Design wb_arbiter, sky130hd; sources not shown.
run_1/class_map.png
Scale: 4 px per micron. Fill, decap, tap and diode cells in gray.
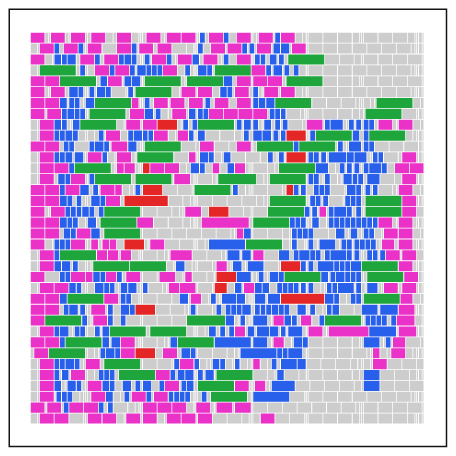
magenta -> remaining buffers and delay cells  # cells 223, share of their area 36%
green -> registers  # cells 58, share of their area 24%
blue -> remaining logic cells  # cells 441, share of their area 36%
red -> clock drivers and dummy loads  # cells 15, share of their area 3.6%
Core ar.: 9640 sq um
Util after Layout: 0.642
final cell area excluding filler cells: 6190 sq um

run_1/floorplan.png
Scale: 3 px per micron. Pins as bars on the die edge.
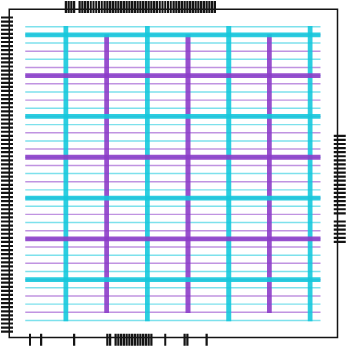
cyan -> VSS
purple -> VDD
met1 rails = 37
met4 straps = 7
Die Y: 109 microns
die extent in x: 109 microns
maximum VDD drop: 837 uV

run_1/congestion_map.png
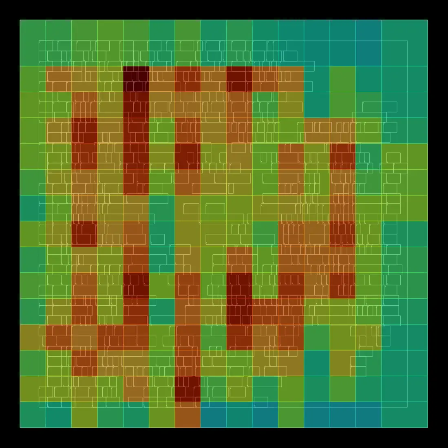
met1 Use GR: 0.258
GRT Util Overall: 0.228
GR peak layer: met2
Avg WL per Cell: 15.6 microns

run_1/ff_map.png
Scale: 4 px per micron. Other sequential cells in the stronger gray, the rest of the logic in the fainter gray.
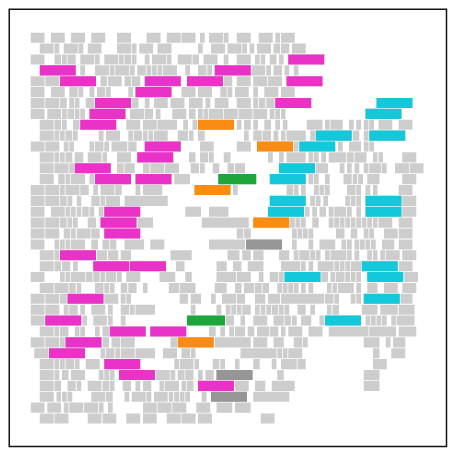
magenta -> reg_w_data  # flops 32
cyan -> conflict_cnt  # flops 16
orange -> reg_w_dest  # flops 5
green -> r_last_grant  # flops 2
not colored = 3
Reg area: 1450 sq um
Seq. pwr: 1.75 mW
sequential cell area share: 0.235

==> run notes, run 1 <==
run metrics: status finished with violations, failing checks negative setup slack, yosys stat cell total ~530, total internal power 4.66 mW, vias after detailed routing 4372, final setup fails 24, GRT overflow 0, # IOs between 150 and 200, maximum buffer depth of the clock tree 2, clk root buf clkbuf_8, flop count 58, Setup WS post-layout -0.191 ns, MUX share of area 0, Dominant combinational family simple AND/OR/NAND/NOR gates, Worst-Margin Slew 0.450 ns, sw frac 0.477, Sinks on Clock Net 58, Log Warnings 31, mi-comb count about 410, Max Cap Viol 0, Worst Path Max Fanout 4, DRT Wirelength about 14000 microns, Pins Over Slew Limit 0, Critical Path AT ~1.9 ns, post-detail-place hpwl 10300 microns
run 1: per-layer routing:
layer,up-vias,global-route usage
li1,2105,-
met1,2018,0.258
met2,215,0.389
met3,34,0.0805
met4,0,0.0965
met5,-,0
run 1: cell usage in the layout, fill, tap and decap left out, types with 6 or more instances in the layout:
cell type and n:
a31oi_1 39, buf_2 6, buf_4 15, buf_6 10, clkbuf_2 8, clkbuf_8 10
clkdlybuf4s50_1 171, dfrtp_1 56, inv_1 17, inv_2 12, nand2_1 129, nand2_2 10
nand3_1 10, nand3_2 6, nor2_1 132, o21ai_0 20, o21ai_1 23
run 1: per-stage QoR:
step | cell area (sq um) | hold slack [ns] | setup WS, ns | total power [mW] | TNS (ns)
after detailed placement | 5610 | 0.185 | -1.11 | 7.29 | -45.05
after global placement | 5590 | 0.281 | -3.14 | 7.11 | -208.49
final | 6190 | 0.106 | -0.191 | 8.92 | -1.32
after global routing | 6190 | 0.132 | -0.283 | 9.63 | -6.85
after CTS | 6070 | 0.318 | -0.189 | 8.71 | -1.88
after floorplan | 3620 | -0.00759 | 0.00868 | 5.19 | 0
run 1: cells by family after synthesis:
logic type / count (synthesis)
adder cells (fa/ha/maj): 6
XOR/XNOR: 7
flip-flops: 58
AND/OR/NAND/NOR: 308
buffers and inverters: 61
AND-OR/OR-AND: 88
run 1: worst min-delay path, cell delays in order:
cell	delay [ns]
buf_6	0.09
buf_16	0.10
buf_2	0.39
run 1: power groups by stage:
stage	clock [mW]	sequential, mW	combinational [mW]
floorplan	0	2.13	3.06
global placement	0	1.73	5.38
detailed placement	0	1.74	5.54
CTS	0.997	1.73	5.98
global route	1.04	1.79	6.80
finish	0.983	1.75	6.19
## Run 2: what changed since run 1
- CORE_UTILIZATION: 37 -> 30
- PLACE_DENSITY: 0.86 -> 0.73
run_2/class_map.png
Scale: 4 px per micron. Fill, decap, tap and diode cells in gray.
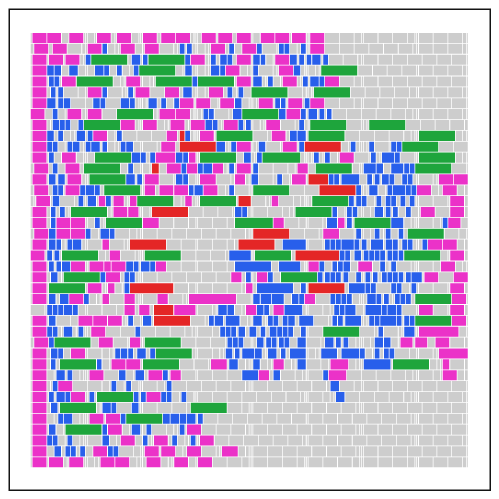
green -> registers  # cells 58, share of their area 24%
red -> clock drivers and dummy loads  # cells 16, share of their area 5.4%
magenta -> remaining buffers and delay cells  # cells 226, share of their area 36%
blue -> remaining logic cells  # cells 441, share of their area 35%
sequential cell area share: 0.231
final cell area excluding filler cells: 6290 sq um

==> run 2 against run 1 <==
  * The flow still finishes with violations (negative setup slack)
  * Sequential share of layout area is 0.37 points lower
  * Largest power group unchanged
  * Synthesized cell count stayed put
  * Via count is 4.6% lower
  * Utilization is 11 points lower
  * Register-to-register slack better by 0.02 ns
  * Area after synthesis stayed put
  * Highest routed layer unchanged
  * Cell count is 2.1% higher
  * Fmax is 2.4% higher
  * Routed wire length is 1.6% lower
  * Hold slack worse by 0.082 ns
==> run notes, run 2 <==
run metrics: status finished with violations, failing checks negative setup slack, GRT Util Overall 0.183, routability cong. 0.831, maximum VDD drop roughly 800 uV, Log Warnings 31, final setup fails 13, post-layout min period approximately 2.6 ns, Worst Path Max Fanout 5, Setup WS post-layout -0.129 ns, vias after detailed routing around 4200, CP bufs+invs 2, Worst-Margin Slew 0.484 ns, Async SR Flop Fraction 1.00, DRT Wirelength 13300 microns, critical path type reg2out, yosys stat cell total approximately 530, Core ar. 11900 sq um, clk root buf clkbuf_16, Util after Layout 0.528, Critical Path AT approximately 1.9 ns, Max Cap Viol 0, post-detail-place hpwl 10000 microns, Design Power between 9 and 10 mW, Pins Over Slew Limit 0, GRT overflow 0, die extent in x 120 microns, # IOs 181, Sinks on Clock Net 58, maximum buffer depth of the clock tree 2, Cell Pwr Density approximately 1500 nW/um^2, most numerous logic cell after layout clkdlybuf4s50_1, Die Y approximately 120 microns, most frequent cells in the layout clkdlybuf4s50_1, nand2_1, nor2_1, dfrtp_1, a31oi_1
run_2/congestion_map.png
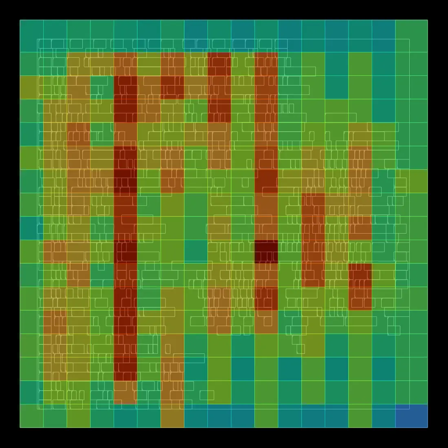
M3 GR Usage: 0.0726
met1 Use GR: 0.206
Avg WL per Cell: 15.0 microns
met2 Usage GRT: 0.320

run 2: cell count changes in the layout (fill, tap and decap cells not counted), moves of 4 or more:
cell       before  now
nand3_2         6    2
o21ai_0        20   27
nand3_1        10   14
o21ai_1        23   17
clkbuf_16       0    9
clkbuf_4        2    7
clkbuf_8       10    3
buf_6          10    6
run 2: area by class of cell:
class                      instances  area [sq um]  area share
clock buffer                      12           256      0.0408
tap                              147           184      0.0292
timing repair buffer             198          1990       0.317
inverter                          32           128      0.0203
buffer                            28           214      0.0340
sequential                        58          1450       0.231
clock inverter                     4          73.8      0.0117
multi-input combinational        409          1990       0.316
run 2: stage by stage:
stage               std cells  worst slack, ns  setup TNS (ns)  hold slack, ns  area (sq um)
floorplan                 528          0.00868               0        -0.00759          3620
finish                    888           -0.129          -0.603          0.0237          6290
detailed placement        856            -1.11          -45.77           0.203          5630
global route              888           -0.204           -4.79          0.0587          6290
CTS                       885           -0.183           -1.54           0.317          6240
global placement          855            -3.32         -223.49           0.286          5610
run 2: cells by family after synthesis:
family,Yosys count,synth area share
simple gates,308,0.347
compound gates,88,0.142
buf+inv,61,0.0722
xor+xnor,7,0.0169
fa+ha+maj,6,0.0207
flops,58,0.401
run 2: metal layers:
| layer | routed length (microns) | GRT usage | up-vias |
|---|---|---|---|
| met2 | 6590 | 0.320 | 150 |
| met4 | 193 | 0.0501 | 0 |
| met1 | 5280 | 0.206 | 1891 |
| met5 | 0 | 0 | - |
| li1 | - | - | 2112 |
| met3 | 1270 | 0.0726 | 17 |
run 2: power by group:
group	switching, mW	leakage, nW	internal, mW
logic	3.48	1.89	2.67
registers	0.282	0.696	1.44
clock network	0.455	0.163	0.950
No activity file was given, so power comes from the tool's default toggle rates.
